--- src/rtl/dog_streamer.sv ---
// Difference-of-Gaussian producer: forms three offset-coded DoG samples per accepted beat and
// streams one N*M frame per start/frame_ack handshake. Optional clamp: define DOG_CLAMP_EN.
module dog_streamer #(
  parameter int unsigned N      = 480,
  parameter int unsigned M      = 320,
  parameter int unsigned THRESH = 4
) (
  input  logic        clk,
  input  logic        rst_n,
  input  logic        start,
  input  logic        in_valid,
  output logic        in_ready,
  input  logic [7:0]  g0,
  input  logic [7:0]  g1,
  input  logic [7:0]  g2,
  input  logic [7:0]  g3,
  input  logic        frame_ack,
  output logic        data_valid,
  output logic [15:0] Diff1,
  output logic [15:0] Diff2,
  output logic [15:0] Diff3,
  output logic        busy,
  output logic        frame_done
);

  localparam int unsigned Beats   = N * M;
  localparam logic [17:0] LastCnt = 18'(Beats - 1);

  // Frame must fit the 18-bit beat counter; THRESH beyond 256 would clamp everything.
  if (Beats == 0 || Beats > (1 << 18) || THRESH > 256) begin : g_bad_params
    $error("dog_streamer: illegal N, M or THRESH");
  end

  typedef enum logic [1:0] {StIdle, StStream, StWaitAck} state_e;

  state_e      state_q;
  logic [17:0] cnt_q;
  logic        data_valid_q;
  logic        frame_done_q;
  logic [8:0]  diff1_q, diff2_q, diff3_q;
  logic [8:0]  diff1_d, diff2_d, diff3_d;

  // Offset-coded difference hi - lo + 256; the true value lies in 1..511 so 9-bit wrap is exact.
  function automatic logic [8:0] dog(input logic [7:0] lo, input logic [7:0] hi);
    logic [8:0] d;
    logic [7:0] mag;
    d   = {1'b0, hi} - {1'b0, lo} + 9'd256;
    mag = (hi >= lo) ? (hi - lo) : (lo - hi);
`ifdef DOG_CLAMP_EN
    if ({24'd0, mag} < THRESH) begin
      d = 9'd256;
    end
`else
    mag = '0;
`endif
    return d;
  endfunction

  always_comb begin
    diff1_d = dog(g0, g1);
    diff2_d = dog(g1, g2);
    diff3_d = dog(g2, g3);
  end

  assign in_ready   = (state_q == StStream);
  assign busy       = (state_q != StIdle);
  assign data_valid = data_valid_q;
  assign frame_done = frame_done_q;
  assign Diff1      = {7'd0, diff1_q};
  assign Diff2      = {7'd0, diff2_q};
  assign Diff3      = {7'd0, diff3_q};

  always_ff @(posedge clk or negedge rst_n) begin
    if (!rst_n) begin
      state_q      <= StIdle;
      cnt_q        <= '0;
      data_valid_q <= 1'b0;
      frame_done_q <= 1'b0;
      diff1_q      <= '0;
      diff2_q      <= '0;
      diff3_q      <= '0;
    end else begin
      data_valid_q <= 1'b0;
      frame_done_q <= 1'b0;
      case (state_q)
        StIdle: begin
          if (start) begin
            state_q <= StStream;
            cnt_q   <= '0;
          end
        end
        StStream: begin
          // frame_ack is deliberately not looked at here, even on the last beat.
          if (in_valid) begin
            data_valid_q <= 1'b1;
            diff1_q      <= diff1_d;
            diff2_q      <= diff2_d;
            diff3_q      <= diff3_d;
            if (cnt_q == LastCnt) begin
              frame_done_q <= 1'b1;
              state_q      <= StWaitAck;
              cnt_q        <= '0;
            end else begin
              cnt_q <= cnt_q + 18'd1;
            end
          end
        end
        StWaitAck: begin
          if (frame_ack) begin
            state_q <= StIdle;
          end
        end
        default: state_q <= StIdle;
      endcase
    end
  end

endmodule
--- config.mk ---
export PLATFORM = sky130hd
export DESIGN_NAME = dog_streamer
export DESIGN_NICKNAME = d
export VERILOG_FILES = /design/src/rtl/dog_streamer.sv
export SDC_FILE = /design/constraint.sdc
export NUM_CORES = 1
export LEC_CHECK = 0
export CELL_PAD_IN_SITES_DETAIL_PLACEMENT = 1
export CELL_PAD_IN_SITES_GLOBAL_PLACEMENT = 2
export CORE_MARGIN = 4
export CORE_UTILIZATION = 31
export DETAILED_ROUTE_END_ITERATION = 8
export GPL_ROUTABILITY_DRIVEN = 0
export PLACE_DENSITY = 0.95
export SYNTH_ARGS = -nofsm -noshare
export SYNTH_HDL_FRONTEND = slang
export SYNTH_SLANG_ARGS = --single-unit
--- constraint.sdc ---
create_clock -name clk -period 5.5 [get_ports clk]
set_clock_uncertainty 0.2 [all_clocks]
set_input_delay 0.55 -clock clk [delete_from_list [all_inputs] [get_ports clk]]
set_output_delay 0.55 -clock clk [all_outputs]
set_load 0.01 [all_outputs]
==> flow.log, run 1 <==
[report] implementation figures
[metrics] status: completed
[metrics] non-clock buffer instance count of the final layout: 69
[metrics] type of the worst setup path: reg -> reg
[metrics] Sum Neg Setup Slack: 0 ns
[metrics] Tightest Pin Transition: 1.01 ns
[metrics] Syn Inst Count: 392
[metrics] fill cell count: 1248
[metrics] multi-input combinational area share: 44.7%
[metrics] Worst Reg-to-Reg Cells: 6
[metrics] fraction of standard cell area that is sequential: 29.1%
[metrics] area of the multi-input gates: 1880 um2
[metrics] number of nets in the layout: 523
[metrics] invs w/o clock: 36
[metrics] Top Layout Cells: sky130_fd_sc_hd__clkdlybuf4s50_1, sky130_fd_sc_hd__dfrtp_1, sky130_fd_sc_hd__nand2_1
[metrics] setup slack on the worst flop-to-flop path: 2.90 ns
[metrics] Clk Latency, worst-skew pair: 0.31 ns
[metrics] Slowest-stage cell, CP: sky130_fd_sc_hd__a21oi_1
[metrics] Post-Synth Simple-Gate Area: 19.4%
[metrics] switching pwr: 336 uW
[metrics] routed wire length on met3: 427 um
[metrics] ant diodes: 0
[metrics] Avg Vias per Cell: 5.01
[metrics] CLK BUF: 6
[metrics] sequential fraction of the synthesis area: 36.4%
[metrics] vias in the first global route: 3163
[metrics] number of buffers on the longest clock path: 2
[metrics] finished layout cell area: 4220 um2
[metrics] EDFF count, synth: 0
[metrics] utilization of the core after routing: 40.3%
[metrics] buffer cell driving the clock tree root: sky130_fd_sc_hd__clkbuf_8
[metrics] Initial Util: 32.2%
[metrics] endpoint of the worst setup timing path: cnt_q[6]
[metrics] number of buffers inserted by port buffering: 67
[metrics] Yosys reg bits: 49
[metrics] remaining antenna violation count after routing: 0
[metrics] ratio of cells with drive above 1 in the final layout: 3.27%
[metrics] time the worst path needs with I/O delays and setup: 2.60 ns
[metrics] hold violation count in the final report: 0
[metrics] Non-Clock Buffer Area Fraction: 16.1%
[metrics] layout sequential cell count: 49
[metrics] XOR/XNOR share of the synthesized area: 1.82%
[metrics] seq pwr: 464 uW
[metrics] clock-pin slew of the registers on the worst-case setup and hold paths: 0.10 ns
[metrics] number of warnings the tools reported: 26
[metrics] first-pass detailed-route iteration total: 4
[metrics] largest driver fanout on the critical path: 11
[metrics] max incr delay on CP: 0.78 ns
[metrics] global routing usage on met3: 2.43%
[metrics] worst-case headroom to the max-slew limit: 32.4%
[metrics] buffers inserted during post-CTS setup optimization: 0
[metrics] initial antenna violation count: 0
[metrics] Final setup violation count: 0
[metrics] gr busiest metal: met2
[metrics] Mux cell area share: 1.78%
[metrics] worst hold path class: in -> async
[metrics] clock group total power: 280 uW
[metrics] worst hold margin: 0.155 ns
[metrics] violation count after the first detailed-route iteration: 111
[metrics] Logic pwr share: 29.7%
[metrics] maximum vdd drop: 113 uV
[metrics] area fraction in full adders, half adders and majority gates: 11.1%
[metrics] hold-fix buffers at CTS: 0
[metrics] fraction of power spent switching nets: 31.7%
[metrics] Peak Freq: 385 MHz
[metrics] Die X: 112 um
[metrics] Max-area cell class: logic gates
[metrics] clock tree sinks: 49
[metrics] post-cts resize count: 0
[metrics] count of multi-input combinational gates: 297
[metrics] Unique masters post-synth: 47
[metrics] Yosys Warn Count: 0
[metrics] cell area after synthesis: 3370 um2
[metrics] largest net degree at the start of global routing: 53
[metrics] final-report max-slew violation count: 0
[metrics] Async S/R FF share, synth: 100%
[metrics] buffers plus inverters on the worst setup path: 0
[metrics] Die Y: 112 um
[metrics] launching point of the worst reg2reg path: cnt_q[0]
[metrics] Residual DRC: 0
[run 1: flip-flops by register name (all words and copies together), names as in the netlist]
| signal | cells |
|---|---|
| cnt_q | 18 |
| diff1_q | 9 |
| diff2_q | 9 |
| diff3_q | 9 |
| state_q | 2 |
| data_valid | 1 |
| frame_done | 1 |
[run 1: cells in the mapped netlist (3+ instances only)]
library cell | n | share of area, %
sky130_fd_sc_hd__o21a_1 | 9 | 2.0
sky130_fd_sc_hd__nor2_1 | 20 | 2.2
sky130_fd_sc_hd__a31oi_1 | 7 | 1.3
sky130_fd_sc_hd__o31ai_1 | 11 | 2.4
sky130_fd_sc_hd__nand2b_1 | 12 | 2.2
sky130_fd_sc_hd__xor2_1 | 6 | 1.6
sky130_fd_sc_hd__a21o_1 | 5 | 1.1
sky130_fd_sc_hd__nor3_1 | 9 | 1.3
sky130_fd_sc_hd__dfrtp_1 | 49 | 36
sky130_fd_sc_hd__o2bb2ai_1 | 3 | 0.78
sky130_fd_sc_hd__o21ai_0 | 34 | 5.0
sky130_fd_sc_hd__nand3_1 | 10 | 1.5
sky130_fd_sc_hd__fa_1 | 3 | 1.8
sky130_fd_sc_hd__buf_4 | 22 | 4.9
sky130_fd_sc_hd__clkbuf_1 | 4 | 0.45
sky130_fd_sc_hd__nand2_1 | 47 | 5.2
sky130_fd_sc_hd__and3_1 | 6 | 1.1
sky130_fd_sc_hd__inv_1 | 35 | 3.9
sky130_fd_sc_hd__a21oi_1 | 19 | 2.8
sky130_fd_sc_hd__a211oi_1 | 6 | 1.3
sky130_fd_sc_hd__mux2i_1 | 6 | 1.8
sky130_fd_sc_hd__buf_2 | 4 | 0.59
sky130_fd_sc_hd__ha_1 | 25 | 9.3
sky130_fd_sc_hd__nand4b_1 | 3 | 0.78
sky130_fd_sc_hd__or4_1 | 4 | 0.89
Figure 1. Signal wires on met1 (run 1).
Scale bar: 20 um.
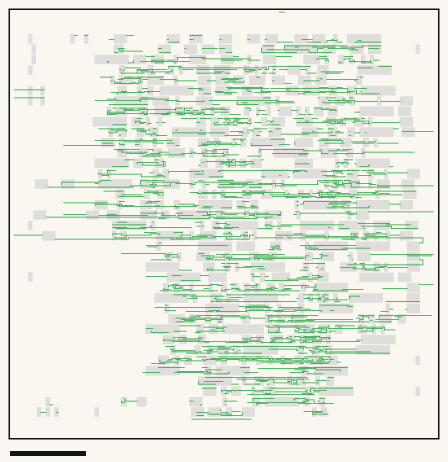
main direction	horizontal
share of all routed wire	44%
met1 Resource Use GR: 19.2%
Via Count: 2981
total routed wirelength: 9.60 mm

Figure 2. M2 wires (run 1).
Scale bar: 20 um.
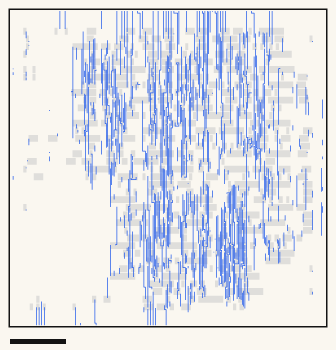
nets with wire on the layer	447
share of all routed wire	50%
M2 GR Usage: 26.7%

Figure 3. Metal 3 (run 1).
Scale bar: 20 um.
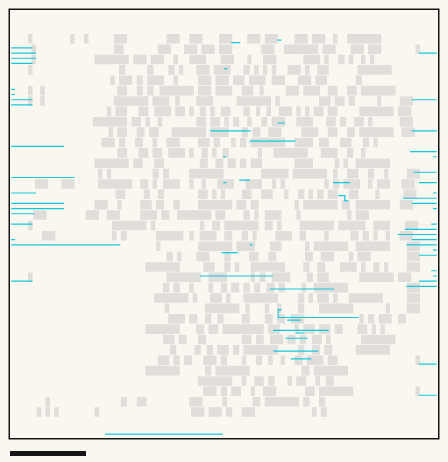
wire length on this layer	427 um
longest straight run	30.6 um
share of all routed wire	4.5%
nets with wire on the layer	57
main direction	horizontal

--- run 2 (diff from run 1) ---
CORE_UTILIZATION = 26   (was 31)
PLACE_DENSITY = 0.89   (was 0.95)
clock period = 2.17 ns   (was 5.5 ns; I/O delays follow)
Figure 4. Congestion heat map (run 2).
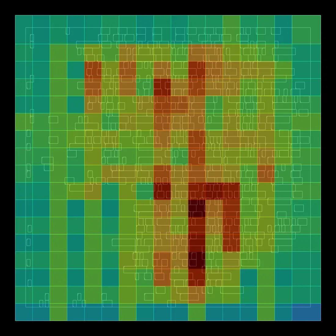
detail-routed net length per standard cell: 16.3 um
met1 Resource Use GR: 18.6%
utilization of the core after routing: 38.1%
global routing usage on met3: 2.97%
M2 GR Usage: 26.7%

Figure 5. Signal wires on met1 (run 2).
Scale bar: 20 um.
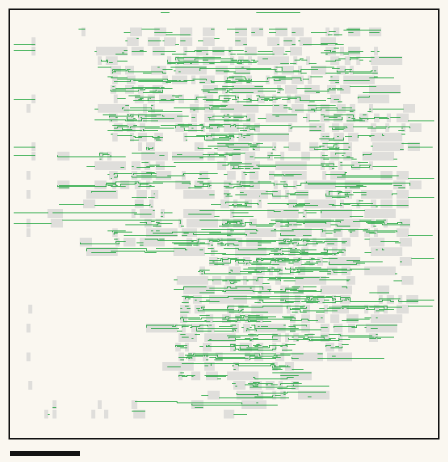
longest straight run	33.6 um
share of all routed wire	43%

==> run 2 against run 1 <==
Final cell count rose by 14%. Highest routed layer unchanged. First-iteration DRC count rose by 5.4%. Global-route usage fell by 0.12 points. Sequential share of layout area fell by 3.7 points. Critical endpoint is now cnt_q[10]. Synthesized cell count did not move. Clock-buffer cell count fell by 1. Setup slack got worse by 2.8 ns. Design area rose by 14%. Maximum frequency rose by 24%. Largest power group unchanged.
==> flow.log, run 2 <==
[report] implementation figures
[metrics] number of buffers inserted by port buffering: 67 (unchanged)
[metrics] Tightest Pin Transition: 0.612 ns (-0.402 ns)
[metrics] ratio of cells with drive above 1 in the final layout: 15.4% (+12 points)
[metrics] Unique masters post-synth: 47 (unchanged)
[metrics] Async S/R FF share, synth: 100% (unchanged)
[metrics] Die Y: 122 um (+8.5%)
[metrics] Area contributors post-synth: sky130_fd_sc_hd__dfrtp_1, sky130_fd_sc_hd__ha_1, sky130_fd_sc_hd__nand2_1, sky130_fd_sc_hd__o21ai_0, sky130_fd_sc_hd__buf_4
[metrics] worst-case headroom to the max-slew limit: 59.2% (+27 points)
[metrics] worst hold path class: in -> async
[metrics] clock tree sinks: 49 (unchanged)
[metrics] dominant cell type by area after synthesis: sky130_fd_sc_hd__dfrtp_1
[metrics] first-pass detailed-route iteration total: 4 (unchanged)
[metrics] Top Layout Cells: sky130_fd_sc_hd__clkdlybuf4s50_1, sky130_fd_sc_hd__dfrtp_1, sky130_fd_sc_hd__nand2_1
[metrics] type of the worst setup path: reg -> reg
[metrics] clock-pin slew of the registers on the worst-case setup and hold paths: 0.07 ns (-0.03 ns)
[metrics] launching point of the worst reg2reg path: cnt_q[6]
[metrics] buffer cell driving the clock tree root: sky130_fd_sc_hd__clkbuf_16
[metrics] Sum Neg Setup Slack: 0 ns (unchanged)
[metrics] initial antenna violation count: 0 (unchanged)
[metrics] violation count after the first detailed-route iteration: 117 (+5.4%)
[metrics] Avg Vias per Cell: 4.82 (-3.8%)
[metrics] number of warnings the tools reported: 27 (+3.8%)
[metrics] EDFF count, synth: 0 (unchanged)
[metrics] Final setup violation count: 0 (unchanged)
[metrics] worst hold margin: 0.267 ns (+0.113 ns)
[metrics] largest driver fanout on the critical path: 8 (-3)
[metrics] Die X: 122 um (+8.5%)
[metrics] final-report max-slew violation count: 0 (unchanged)
[metrics] Initial Util: 26.6% (-5.6 points)
[metrics] sequential fraction of the synthesis area: 36.4% (unchanged)
[metrics] vias in the first global route: 3601 (+14%)
[metrics] Yosys Warn Count: 0 (unchanged)
[metrics] number of flip-flops in the largest register: 18 (unchanged)
[metrics] status: completed
[metrics] setup slack on the worst flop-to-flop path: 0.08 ns (-2.82 ns)
[metrics] Clk Latency, worst-skew pair: 0.29 ns (-0.02 ns)
[metrics] maximum vdd drop: 247 uV (+120%)
[metrics] buffers inserted during post-CTS setup optimization: 0 (unchanged)
[metrics] number of buffers on the longest clock path: 2 (unchanged)
[metrics] fraction of post-synthesis cell area in the top cell type by area: 36.4% (unchanged)
[metrics] finished layout cell area: 4820 um2 (+14%)
[metrics] Yosys reg bits: 49 (unchanged)
Figure 6. Metal 4 (run 2).
Scale bar: 20 um.
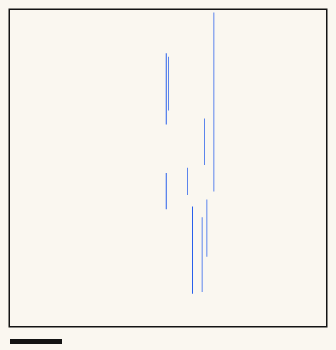
main direction	vertical
share of all routed wire	2.2%
total routed wirelength: 11.1 mm
Via Count: 3273

[run 2: where the power goes]
part	switching [mW]	total, mW	internal, mW
Sequential	0.128	1.18	1.06
Clock	0.363	1.02	0.659
Combinational	0.441	0.926	0.485
Total	0.933	3.13	2.20
[run 2: worst reg2reg max path: stages, from the launching register on]
cell and delay [ns]:
sky130_fd_sc_hd__dfrtp_1 0.46, sky130_fd_sc_hd__nand4b_1 0.24, sky130_fd_sc_hd__nor4_4 0.40, sky130_fd_sc_hd__a21o_1 0.22, sky130_fd_sc_hd__buf_12 0.13, sky130_fd_sc_hd__o21ai_0 0.10, sky130_fd_sc_hd__a21bo_2 0.23
[run 2: cells by family (layout without fill, tap and decap cells)]
| logic type | count (synthesis) | after routing | synth area share [%] |
|---|---|---|---|
| other | 1 | 21 | 0.111 |
| adders and majority gates | 28 | 28 | 11.1 |
| buffers and inverters | 66 | 161 | 9.95 |
| xor gates and xnor gates | 7 | 7 | 1.82 |
| AOI/OAI and AO/OA | 105 | 105 | 19.5 |
| and+or+nand+nor | 130 | 130 | 19.4 |
| muxes | 6 | 6 | 1.78 |
| DFF | 49 | 49 | 36.4 |
[run 2: layer usage]
layer | up-vias | part of all wire (%) | track usage [%]
li1 | 1562 | - | -
met1 | 1612 | 43 | 18.6
met2 | 80 | 50 | 26.7
met3 | 19 | 4.5 | 2.97
met4 | 0 | 2.2 | 4.41
met5 | - | 0 | 0
[run 2: area by class of cell]
type	count	area, um2
Multi-Input combinational cell	297	1970
Clock buffer	5	125
Timing Repair Buffer	117	1080
Tap cell	172	215
Fill cell	1502	7850
Clock inverter	3	65.1
Sequential cell	49	1230
Inverter	36	139
--- run 3 (diff from run 2) ---
CORE_UTILIZATION = 29   (was 26)
PLACE_DENSITY = 0.94   (was 0.89)
clock period = 2.25 ns   (was 2.17 ns; I/O delays follow)
Figure 7. M2 wires (run 3).
Scale bar: 20 um.
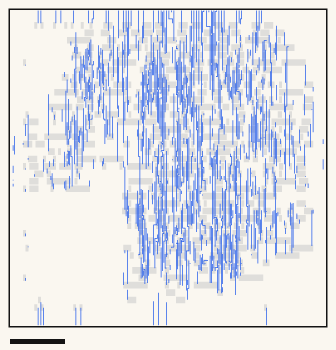
main direction	vertical
share of all routed wire	50%
nets with wire on the layer	514
longest straight run	32.3 um

Figure 8. Metal 4 (run 3).
Scale bar: 20 um.
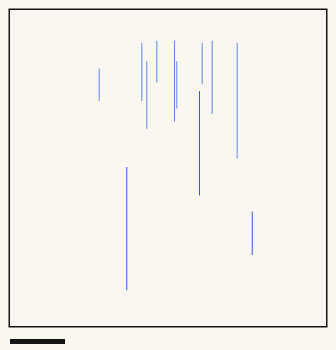
wire length on this layer	301 um
main direction	vertical
nets with wire on the layer	12
share of all routed wire	2.9%

==> run 3 against run 2 <==
Non-clock buffer count decreased by 2. Register-to-register slack better by 0.07 ns. Sequential power down 3%. Design area decreased by 2.4%. Die area decreased by 9.7%. First-iteration DRC count is 15% higher. Sequential share of layout area rose by 0.64 points. Flip-flop count stayed put. Largest power group unchanged. Critical endpoint is now diff2_q[8]. Global-route usage rose by 0.82 points. Final cell count decreased by 4.6%. Clock power about the same.
==> flow.log, run 3 <==
[report] implementation figures
[metrics] worst hold path class: in -> async
[metrics] dominant cell type by area after synthesis: sky130_fd_sc_hd__dfrtp_1
[metrics] number of buffers inserted by port buffering: 67 (unchanged)
[metrics] Avg Vias per Cell: 5.00 (+3.6%)
[metrics] power density relative to cell area: 636 nW/um2
[metrics] clock tree sinks: 49 (unchanged)
[metrics] fill cell count: 1375 (-8.5%)
[metrics] Die X: 116 um (-5.0%)
[metrics] Die Y: 116 um (-5.0%)
[metrics] status: completed
[metrics] global routing usage on met3: 2.35% (-0.62 points)
[metrics] buffers inserted during post-CTS setup optimization: 0 (unchanged)
[metrics] Yosys Warn Count: 0 (unchanged)
[metrics] violation count after the first detailed-route iteration: 134 (+15%)
[metrics] buffer cell driving the clock tree root: sky130_fd_sc_hd__clkbuf_16
[metrics] largest driver fanout on the critical path: 2 (-6)
[metrics] sequential fraction of the synthesis area: 36.4% (unchanged)
[metrics] first-pass detailed-route iteration total: 4 (unchanged)
[metrics] final critical-path share of the clock period: 96.9%
[metrics] launching point of the worst reg2reg path: cnt_q[9]
[metrics] final-report max-slew violation count: 0 (unchanged)
[metrics] M2 GR Usage: 26.9% (+0.27 points)
[metrics] number of warnings the tools reported: 26 (-3.7%)
[metrics] Clk Latency, worst-skew pair: 0.29 ns (about the same)
[metrics] clock-pin slew of the registers on the worst-case setup and hold paths: 0.07 ns (about the same)
[metrics] Async S/R FF share, synth: 100% (unchanged)
[metrics] number of buffers on the longest clock path: 2 (unchanged)
[metrics] Post-Route M1 WL: 4.51 mm (-5.1%)
[metrics] vias in the first global route: 3529 (-2.0%)
[metrics] detail-routed net length per standard cell: 16.2 um (-0.70%)
[metrics] ratio of cells with drive above 1 in the final layout: 13.9% (-1.5 points)
[metrics] Unique masters post-synth: 47 (unchanged)
[metrics] routed wire length on met3: 462 um (-8.2%)
[metrics] maximum vdd drop: 327 uV (+33%)
[metrics] EDFF count, synth: 0 (unchanged)
[metrics] Final setup violation count: 0 (unchanged)
[metrics] initial antenna violation count: 0 (unchanged)
[metrics] Yosys reg bits: 49 (unchanged)
[metrics] Top Layout Cells: sky130_fd_sc_hd__clkdlybuf4s50_1, sky130_fd_sc_hd__dfrtp_1, sky130_fd_sc_hd__nand2_1, sky130_fd_sc_hd__buf_4, sky130_fd_sc_hd__inv_1
[metrics] gr busiest metal: met2
[metrics] Top Metal Used: met4
[metrics] most common cell after layout, fill and taps aside: sky130_fd_sc_hd__clkdlybuf4s50_1
[metrics] largest net degree at the start of global routing: 50
[metrics] fraction of post-synthesis cell area in the top cell type by area: 36.4% (unchanged)
Figure 9. Signal wires on met1 (run 3).
Scale bar: 20 um.
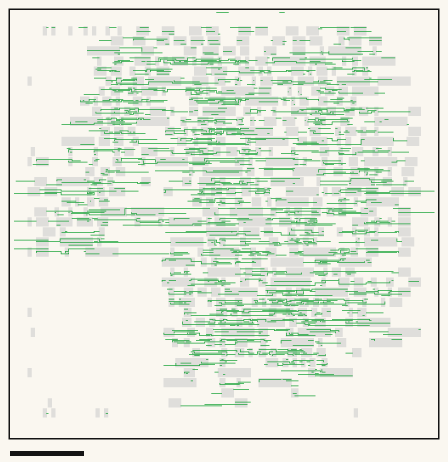
wire length on this layer	4510 um
share of all routed wire	43%
main direction	horizontal
Via Count: 3237
total routed wirelength: 10.5 mm

## run 3: cell counts after synthesis
Identical to the previous run, type by type.
## run 3: layout make-up
cell class	count	area, um2	area share (%)
clock buffer	5	125	2.66
clock inverter	3	65.1	1.38
inverter	36	136	2.90
multi-input combinational	297	1930	41.1
sequential	49	1230	26.1
tap	143	179	3.80
timing repair buffer	115	1040	22.1
## run 3: cell families (layout without fill, tap and decap cells)
kind of cell / Yosys count / after routing / synth area share (%)
other: 1 / 21 / 0.111
adder cells (fa/ha/maj): 28 / 28 / 11.1
XOR/XNOR: 7 / 7 / 1.82
AND/OR/NAND/NOR: 130 / 130 / 19.4
flip-flops: 49 / 49 / 36.4
buffers and inverters: 66 / 159 / 9.95
AND-OR/OR-AND: 105 / 105 / 19.5
multiplexers: 6 / 6 / 1.78
## run 3: per-stage QoR
step | utilization [%] | cell area [um2] | hold slack, ns | TNS (ns)
floorplan | - | 3450 | -0.271 | 0
global placement | 39.0 | 4460 | 0.0413 | -1.12
detailed placement | 39.0 | 4460 | 0.0529 | -1.88
CTS | 40.8 | 4660 | 0.272 | 0
global route | 41.2 | 4710 | 0.283 | -0.0132
finish | 41.2 | 4710 | 0.256 | 0
## run 3: report_power, final
part	internal (mW)	switching, mW
clock network	0.636	0.356
logic	0.455	0.412
registers	1.02	0.118
total	2.11	0.886
## run 3: path summary, 6_finish.rpt
kind	to	slack [ns]
worst max-delay path	diff2_q[8]	0.07
worst min-delay path	diff1_q[7]	0.26
worst max register to register	cnt_q[10]	0.15
worst min register to register	diff1_q[0]	0.28
max in group asynchronous	cnt_q[4]	1.35
min in group clk	diff1_q[0]	0.28
## run 3: what timing repair did
item,CTS,global route
hold buffers,1,0
pin swaps,1,1
gates cloned,0,0
resized,2,10
setup endpoints to repair,6,8
hold endpoints to repair,49,0
Power and IR drop assume default switching activity.
